==> images/m1.png <==
Supply wires on this layer in grey.
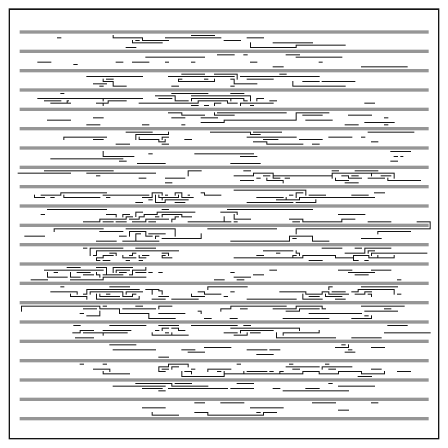
==> images/gates.png <==
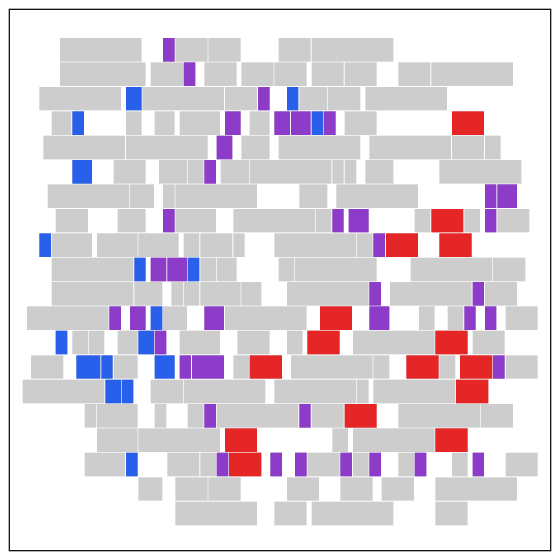
==> images/m3.png <==
Bar = 20 µm.
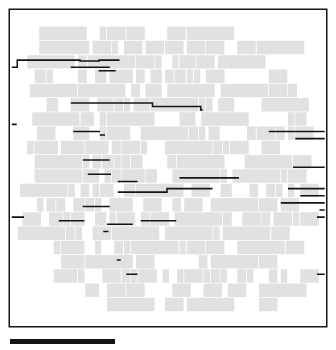
### src/rtl/crc_pkg.sv
// Shared definitions for the codeword serializer and the parallel CRC stage.
package crc_pkg;

  localparam int unsigned LANES_DEFAULT = 3;
  localparam int unsigned MSG_W_DEFAULT = 9;
  localparam int unsigned CRC_W_DEFAULT = 9;

  // Generator polynomial used by the upstream parallel CRC stage (implicit top bit dropped).
  localparam logic [CRC_W_DEFAULT-1:0] CRC_POLY = 9'h11D;

  typedef enum logic [1:0] {
    IDLE = 2'd0,
    MSG  = 2'd1,
    CRC  = 2'd2
  } crc_state_e;

  function automatic int unsigned beats_of(input int unsigned width, input int unsigned lanes);
    return width / lanes;
  endfunction

endpackage

### src/rtl/crc_shift_lane.sv
// Loadable left-shifting register emitting its top LANES bits as the current beat.
module crc_shift_lane #(
  parameter int unsigned W     = 18,
  parameter int unsigned LANES = 3
) (
  input  logic             clk,
  input  logic             reset,
  input  logic             load,
  input  logic             shift_en,
  input  logic [W-1:0]     load_data,
  output logic [LANES-1:0] tap
);

  logic [W-1:0] sr;

  // Load wins over shift; zeros fill from the right so the register drains to 0.
  always_ff @(posedge clk or posedge reset) begin
    if (reset) begin
      sr <= '0;
    end else if (load) begin
      sr <= load_data;
    end else if (shift_en) begin
      sr <= {sr[W-LANES-1:0], {LANES{1'b0}}};
    end
  end

  assign tap = sr[W-1 -: LANES];

endmodule

### src/rtl/crc_codeword_tx.sv
// Serializes a {message, CRC} pair into LANES-bit beats with valid/ready handshakes.
// Define CRC_INV_EN to transmit the bitwise inverse of the CRC field.
module crc_codeword_tx
  import crc_pkg::*;
#(
  parameter int unsigned MSG_W = MSG_W_DEFAULT,
  parameter int unsigned CRC_W = CRC_W_DEFAULT,
  parameter int unsigned LANES = LANES_DEFAULT
) (
  input  logic             clk,
  input  logic             reset,
  input  logic             in_valid,
  output logic             in_ready,
  input  logic [MSG_W-1:0] msg_in,
  input  logic [CRC_W-1:0] crc_in,
  output logic             out_valid,
  input  logic             out_ready,
  output logic [LANES-1:0] out_data,
  output logic             out_last,
  output logic             busy,
  output logic [7:0]       frame_count
);

  localparam int unsigned MSG_BEATS   = beats_of(MSG_W, LANES);
  localparam int unsigned CRC_BEATS   = beats_of(CRC_W, LANES);
  localparam int unsigned TOTAL_BEATS = MSG_BEATS + CRC_BEATS;
  localparam int unsigned CNT_W       = $clog2(TOTAL_BEATS + 1);
  localparam int unsigned SR_W        = MSG_W + CRC_W;

  crc_state_e       state;
  crc_state_e       next_state;
  logic [CNT_W-1:0] beat_cnt;
  logic [CNT_W-1:0] next_cnt;
  logic             load;
  logic             shift_en;
  logic             frame_done;
  logic [CRC_W-1:0] crc_tx;

`ifdef CRC_INV_EN
  assign crc_tx = ~crc_in;
`else
  assign crc_tx = crc_in;
`endif

  crc_shift_lane #(
    .W     (SR_W),
    .LANES (LANES)
  ) u_lane (
    .clk       (clk),
    .reset     (reset),
    .load      (load),
    .shift_en  (shift_en),
    .load_data ({msg_in, crc_tx}),
    .tap       (out_data)
  );

  // Next-state, beat counter and shift/load control.
  always_comb begin
    next_state = state;
    next_cnt   = beat_cnt;
    load       = 1'b0;
    shift_en   = 1'b0;
    frame_done = 1'b0;
    case (state)
      IDLE: begin
        if (in_valid) begin
          load       = 1'b1;
          next_state = MSG;
          next_cnt   = '0;
        end
      end
      MSG: begin
        if (out_ready) begin
          shift_en = 1'b1;
          next_cnt = beat_cnt + CNT_W'(1);
          if (next_cnt == CNT_W'(MSG_BEATS)) begin
            next_state = CRC;
          end
        end
      end
      CRC: begin
        if (out_ready) begin
          shift_en = 1'b1;
          if (beat_cnt == CNT_W'(TOTAL_BEATS - 1)) begin
            next_state = IDLE;
            next_cnt   = '0;
            frame_done = 1'b1;
          end else begin
            next_cnt = beat_cnt + CNT_W'(1);
          end
        end
      end
      default: begin
        next_state = IDLE;
        next_cnt   = '0;
      end
    endcase
  end

  // State register; handshake outputs are registered from the next state.
  always_ff @(posedge clk or posedge reset) begin
    if (reset) begin
      state       <= IDLE;
      beat_cnt    <= '0;
      in_ready    <= 1'b1;
      out_valid   <= 1'b0;
      busy        <= 1'b0;
      out_last    <= 1'b0;
      frame_count <= 8'd0;
    end else begin
      state     <= next_state;
      beat_cnt  <= next_cnt;
      in_ready  <= (next_state == IDLE);
      out_valid <= (next_state != IDLE);
      busy      <= (next_state != IDLE);
      out_last  <= (next_state == CRC) && (next_cnt == CNT_W'(TOTAL_BEATS - 1));
      if (frame_done) begin
        frame_count <= frame_count + 8'd1;
      end
    end
  end

endmodule

### config.mk
export PLATFORM = sky130hd
export DESIGN_NAME = crc_codeword_tx
export DESIGN_NICKNAME = d
export VERILOG_FILES = /design/src/rtl/crc_pkg.sv /design/src/rtl/crc_shift_lane.sv /design/src/rtl/crc_codeword_tx.sv
export SDC_FILE = /design/constraint.sdc
export NUM_CORES = 1
export LEC_CHECK = 0
export CAP_MARGIN = 20
export CORE_UTILIZATION = 52
export CTS_BUF_LIST = sky130_fd_sc_hd__clkbuf_16
export DETAILED_ROUTE_END_ITERATION = 8
export GPL_TIMING_DRIVEN = 1
export PLACE_DENSITY = 0.81
export SYNTH_ARGS = -nofsm -noshare
export SYNTH_HDL_FRONTEND = slang
export SYNTH_HIERARCHICAL = 1
export SYNTH_SLANG_ARGS = --single-unit
### constraint.sdc
create_clock -name clk -period 3.8 [get_ports clk]
set_input_delay 0.38 -clock clk [delete_from_list [all_inputs] [get_ports clk]]
set_output_delay 0.38 -clock clk [all_outputs]
set_load 0.01 [all_outputs]
==> results_slide.txt <==
Synthesis and Place & Route Summary

Global routing
  • Met2 usage: approximately two fifths
  • Total track usage: a little under a quarter
  • First-pass GRT wire length: approximately 6000 µm

Logic synthesis
  • # Cells Yosys: 176
  • Top cells by count, synth: 33 x dfrtp_1, 27 x nand2_1, 15 x mux2i_1
  • MUX share of area: roughly 8.5%
  • Synth Warn #: 6
  • Register area share after synthesis: between 40% and 50%
  • YS chip area: around 0.0018 mm²
  • Distinct lib cells: 36
  • Cell area leaders: dfrtp_1 47%, mux2i_1 8.5%, nand2_1 5.8%
  • Simple Share, Synth: 17.7%
  • Main logic family after synthesis: simple AND/OR/NAND/NOR gates

Cells and area
  • Largest register FFs: 18
  • Most instantiated logic cells after routing: 36 x clkdlybuf4s50_1, 33 x dfrtp_1, 27 x nand2_1
  • Flop share of the area: about two fifths
  • ANT cells: 0
  • Comb gates: ~120
  • Data buffer area share: between 10% and 20%
  • Seq. cell area: 852 µm²
  • Signal inverters: 7
  • Final core occ: between 70% and 80%

Setup path
  • Reg2Reg Setup Slack: between 1500 and 2000 ps
  • Slowest stage cell, crit path: and2_1
  • Worst Setup SP: out_ready
  • Family with the most delay on the worst path: simple AND/OR/NAND/NOR gates
  • R2R depth: 5
  • Class of the most critical setup path: input pin to register
  • R2r endpoint: u_lane/sr[12]

Floorplanning
  • Fp util: about 56%
  • Die height: between 60 and 70 µm

Place
  • Routability congestion estimate: approximately 0.90
  • Placement Cell Area: about 0.0021 mm²
  • DP HPWL: 2590 µm

Power and ir drop
  • Register share of total power: a little under two fifths
  • Leakage: slightly below 0.001 µW
  • Max VDD drop: between 0.0003 and 0.0004 V
  • Power Combinational: between 500 and 600 µW
  • Clock group: 382 µW

Timing
  • PnR worst setup slack: 1640 ps
  • Hold WS: around 500 ps
  • Slew margin rel.: 32.2%

Clock tree
  • Clk ins delay skew pair: between 200 and 300 ps
  • CTS hold repair buffers: 0
  • Worst-path clk slew: ~50 ps

Routing
  • Pre-antenna DRT Iters: 4
  • Post-route DRC: 0
  • Met2 Wirelength: approximately 1900 µm
  • Routed len/inst: about 14 µm

Run
  • Max-cap check violation count: 0

Status
  • Status: completed

Min path
  • Hold Path End: frame_count[7]
## Picture notes: m1.png
main direction: horizontal
nets with wire on the layer: 210
wire length on this layer: 1450 µm
DR vias: 1327
met1 usage: 25.6%
final wirelength: 3610 µm

## Picture notes: gates.png
legend:
  nand cells:
    colour: purple
    cells: 39
    most_used: nand2_1
  mux cells:
    colour: red
    cells: 15
    most_used: mux2i_1
  nor cells:
    colour: blue
    cells: 17
    most_used: nor2_1

## Picture notes: m3.png
share of all routed wire: 4.9%
main direction: horizontal
wire length on this layer: 175 µm
met3 Track Usage GR: 7.58%

No activity file was given, so power comes from the tool's default toggle rates.
